Design blob_bbox_scan, sky130hd; sources not shown.
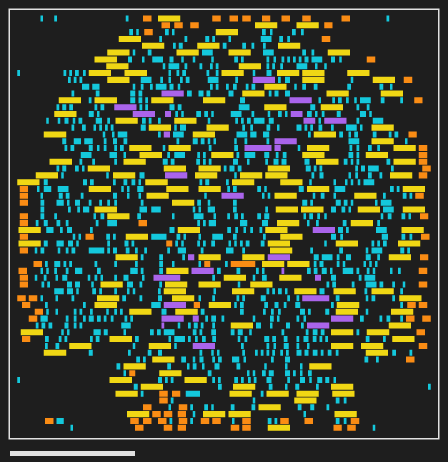
Fig. 1. Cells colored by class (run 1).
The bar under the picture is 50 µm long.
| class | color | cells | share of their area |
|---|---|---|---|
| remaining logic cells | cyan | 835 | 43% |
| remaining buffers and delay cells | orange | 86 | 9.0% |
| clock drivers and dummy loads | purple | 30 | 6.2% |
| registers | yellow | 160 | 42% |
Final Util: 36.6%
row cnt: 61
final instance area: 10100 µm²

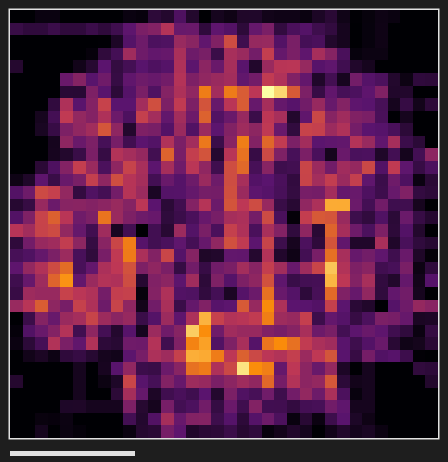
Fig. 2. Wire density map (run 1).
The bar under the picture is 50 µm long. 34 x 34 tiles, from black (low) to pale yellow (high), scaled to the fullest tile. Values are wire area over tile area, all layers added.
mean over tiles: 0.12
nearly empty tiles: 14%
tiles over half the peak: 11%
fullest tile: 0.46
via count: 6971
WL/cell: 15.2 µm
All-Layer GR Usage: 16.7%

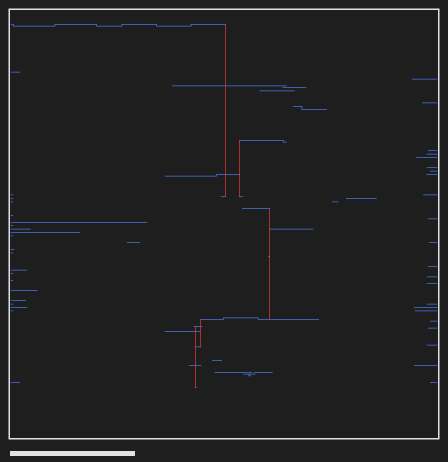
Fig. 3. Routed metal, one color a layer (run 1).
The bar under the picture is 50 µm long. Two of the layers only.
| layer | color | wire length |
|---|---|---|
| M3 | blue | 619 µm |
| M4 | red | 171 µm |
WL final: 22700 µm

==> impl_metrics.json, run 1 <==
{
  "ys_top_cells_by_count": "309 x nand2_1, 160 x dfrtp_1, 113 x nand3_1, 95 x inv_1, 66 x nor2_1",
  "power_frac_clock_pct": 27.4,
  "top_area_cell": "dfrtp_1",
  "synth.distinct_cells": 40,
  "largest_class": "sequential cells",
  "rsz0062_at_grt": "no",
  "critPathLaunchType": "input port",
  "switching_power_mw": 0.730,
  "worst_pin_slew_ns": 0.938,
  "nMultiInputCombCells": 736,
  "diodes": 0,
  "dp.cells": 1459,
  "cts_tree": "yes",
  "reg2reg_setup_slack_ns": 10.55,
  "core_area_um2": 27600,
  "comb-cell-share_pct": 37.3,
  "drv_slew": 0,
  "ff2ff_path_depth": 7,
  "cts-buffers-inserted": 17,
  "syn_to_final_growth_pct": 20.9,
  "period_minus_slack_ns": 5.68,
  "nFillCells": 3303,
  "io_pins": 91,
  "portBuffers": 81,
  "top_area_share_pct": 48.0,
  "finalSetupViolations": 0,
  "route.detailed.drc": 0,
  "edf_count": 0,
  "seqPwrFrac_pct": 38.4,
  "die_w_um": 171,
  "via_per_inst": 4.68,
  "post-place-ws_ns": 7.23,
  "status": "complete, no violations",
  "clock_latency_ns": 0.43,
  "path_class": "in2reg",
  "layout.nets": 1148,
  "synth_top_cell_by_count": "nand2_1",
  "p_leak_nw": 4.84,
  "num_tap_cells": 378,
  "ctsLongestPathBuffers": 2,
  "ir_worst_vdd_mv": 0.0786,
  "initial_utilization_pct": 30.2,
  "cts_resized": 0,
  "fin_crit_sh_pct": 42.4,
  "cp-end-kind": "flop",
  "post_cts_buffers": 0,
  "ys_top_cells_by_area": "dfrtp_1 48%, nand2_1 14%, nand3_1 6.8%, ha_1 5.6%, inv_1 4.3%"
}
run 1: power groups by stage:
stage,sequential (mW),combinational [mW],clock (mW)
6_report,0.707,0.628,0.504
3_3_place_gp,0.717,0.617,0
4_1_cts,0.709,0.641,0.519
2_1_floorplan,0.684,0.456,0
5_1_grt,0.726,0.739,0.540
3_5_place_dp,0.717,0.633,0
run 1: layout by cell type (no fill, tap or decap), types with 12 or more instances in the layout:
| cell | count |
|---|---|
| clkbuf_16 | 17 |
| nor2_1 | 66 |
| inv_1 | 94 |
| nand4_1 | 42 |
| dfrtp_1 | 160 |
| xor2_1 | 12 |
| clkdlybuf4s50_1 | 81 |
| nand3_1 | 113 |
| ha_1 | 37 |
| o21ai_0 | 65 |
| nand2_1 | 309 |
run 1: metrics by stage:
step | power, mW | utilization [%] | area [µm²]
final | 1.84 | 36.6 | 10100
after global routing | 2.00 | 36.6 | 10100
after CTS | 1.87 | 36.6 | 10100
after detailed placement | 1.35 | 34.4 | 9480
after global placement | 1.33 | 34.3 | 9450
after floorplan | 1.14 | - | 8360
run 1: logic make-up (layout without fill, tap and decap cells):
kind of cell	after synthesis	after routing	synth area share, %
AND-OR/OR-AND	89	89	5.86
AND/OR/NAND/NOR	585	585	31.5
flip-flops	160	160	48.0
other	1	9	0.0450
adder cells (fa/ha/maj)	37	37	5.56
XOR/XNOR	16	16	1.68
buffers and inverters	141	215	7.28
run 1: worst max-delay path: cells and delay by family:
kind,cells,cell delay (ns)
buf+inv,3,1.61
simple gates,4,1.01
run 1: layer usage:
metal | global-route usage (%) | routed length [µm] | up-vias
met2 | 27.4 | 10500 | 83
met5 | 0 | 0 | -
met3 | 3.15 | 619 | 14
met1 | 23.0 | 11400 | 3412
met4 | 3.83 | 170 | 0
li1 | - | - | 3462
==> inputs of run 2 (changes only) <==
==> constraint.sdc (replaced) <==
create_clock -name Clk -period 5.2 [get_ports Clk]
set_input_delay 1.3 -clock Clk [delete_from_list [all_inputs] [get_ports Clk]]
set_output_delay 1.3 -clock Clk [all_outputs]
set_load 0.02 [all_outputs]
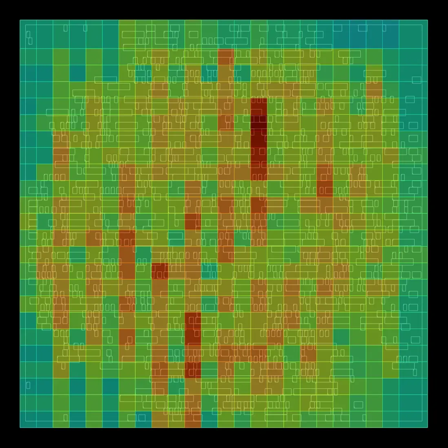
Fig. 4. Track usage over the die (run 2).
Final Util: 36.7%
M2 GR Usage: 27.4%
met3 usage: 2.98%

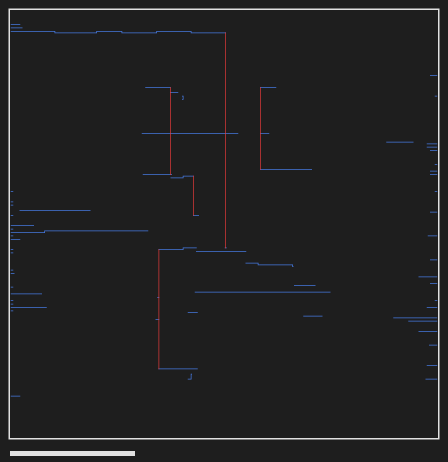
Fig. 5. Routed metal, one color a layer (run 2).
The bar under the picture is 50 µm long. Two of the layers only.
| layer | color | wire length |
|---|---|---|
| M3 | blue | 589 µm |
| M4 | red | 216 µm |
WL/cell: 15.6 µm
WL final: 23200 µm
via count: 7008

==> run 2 against run 1 <==
Effect of this change: area after synthesis unchanged; power rose to 2.6 times the previous value; wire length grew 2.5%; combinational power rose to 2.6 times the previous value; critical path depth stayed put; final cell count increased by 0.20%; setup slack got worse by 5.5 ns; critical path type unchanged; die size unchanged; global-route usage rose by 0.29 points; sequential power rose to 2.6 times the previous value.
==> impl_metrics.json, run 2 <==
{
  "p_leak_nw": 4.88,
  "status": "complete, no violations",
  "io_pins": 91,
  "finish.instance_area_um2": 10100,
  "placed_area_um2": 9490,
  "ys_top_cells_by_count": "309 x nand2_1, 160 x dfrtp_1, 113 x nand3_1, 95 x inv_1, 66 x nor2_1",
  "edf_count": 0,
  "critPathTopFamily": "buffers and inverters",
  "lay_top_cells": "309 x nand2_1, 160 x dfrtp_1, 113 x nand3_1, 94 x inv_1, 81 x clkdlybuf4s50_1",
  "ir_worst_vdd_mv": 0.227,
  "ctsLongestPathBuffers": 2,
  "fin_crit_sh_pct": 56.9,
  "via_per_inst": 4.70,
  "top_area_share_pct": 48.0,
  "period_minus_slack_ns": 2.96,
  "total_power_mw": 4.79,
  "maxPowerGroup": "registers",
  "reg2reg_setup_slack_ns": 3.09,
  "p_clk_mw": 1.33,
  "power_frac_clock_pct": 27.8,
  "initial_utilization_pct": 30.2,
  "post_cts_buffers": 0,
  "top_area_cell": "dfrtp_1",
  "worstPathCellList": "clkdlybuf4s50_1, nor2_1, nand2_1, o21ai_4, nand2_1, buf_4, o21ai_0",
  "path_class": "in2reg",
  "diodes": 0,
  "ff2ff_path_depth": 9,
  "cts_hold_buffers": 0,
  "synth_top_cell_by_count": "nand2_1",
  "lay_top_count": "nand2_1",
  "cts-buffers-inserted": 17,
  "layout.nets": 1151,
  "dp.cells": 1461,
  "drv_slew": 0,
  "rsz0062_at_grt": "no",
  "seqPwrFrac_pct": 38.1,
  "critPathLaunchType": "input port",
  "cp-end-kind": "flop",
  "clock_latency_ns": 0.44,
  "track_usage_pct": 17.0,
  "die_w_um": 171,
  "comb_cell_power_mw": 1.63,
  "route.detailed.drc": 0,
  "cts_tree": "yes",
  "portBuffers": 81,
  "synth.distinct_cells": 40
}
==> run 2: cell count changes in the layout (fill, tap and decap cells not counted), sizes merged <==
cell / before / now
clkinv: 0 / 4
clkinvlp: 6 / 2
clkbuf: 21 / 20
bufinv: 3 / 4
buf: 5 / 8
==> run 2: per-layer routing <==
metal | track usage, % | routed length (µm) | vias up
met5 | 0 | 0 | -
met4 | 4.35 | 216 | 0
met3 | 2.98 | 588 | 14
met2 | 27.4 | 11000 | 85
met1 | 23.7 | 11400 | 3447
li1 | - | - | 3462
==> run 2: kinds of logic after synthesis <==
| group | count (synthesis) | share of synthesized area, % |
|---|---|---|
| buffers and inverters | 141 | 7.28 |
| other | 1 | 0.0450 |
| adders and majority gates | 37 | 5.56 |
| xor gates and xnor gates | 16 | 1.68 |
| and+or+nand+nor | 585 | 31.5 |
| DFF | 160 | 48.0 |
| AOI/OAI and AO/OA | 89 | 5.86 |
==> run 2: final cells by class <==
cell class,count,area (µm²),area share [%]
Clock buffer,20,447,4.41
Clock inverter,10,160,1.58
Inverter,99,375,3.71
Multi-Input combinational cell,736,3760,37.1
Sequential cell,160,4000,39.6
Tap cell,378,473,4.67
Timing Repair Buffer,89,903,8.92
==> run 2: worst register-to-register path, stage by stage (launching register included) <==
cell     delay [ns]
dfrtp_1        0.46
ha_1           0.35
nand2_1        0.10
nor2_1         0.06
nand2_1        0.09
nor2_1         0.07
nor2_2         0.40
nand2_2        0.25
nand3_1        0.13
nand2_1        0.07
==> run 2: per-stage QoR <==
stage | worst slack, ns | hold slack, ns
after floorplan | 1.87 | 0.390
after global placement | 1.80 | 0.408
final | 2.24 | 0.423
after CTS | 2.20 | 0.430
after detailed placement | 1.74 | 0.415
after global routing | 1.98 | 0.436
Power figures rest on the tool's default switching activity, not on a simulated workload.
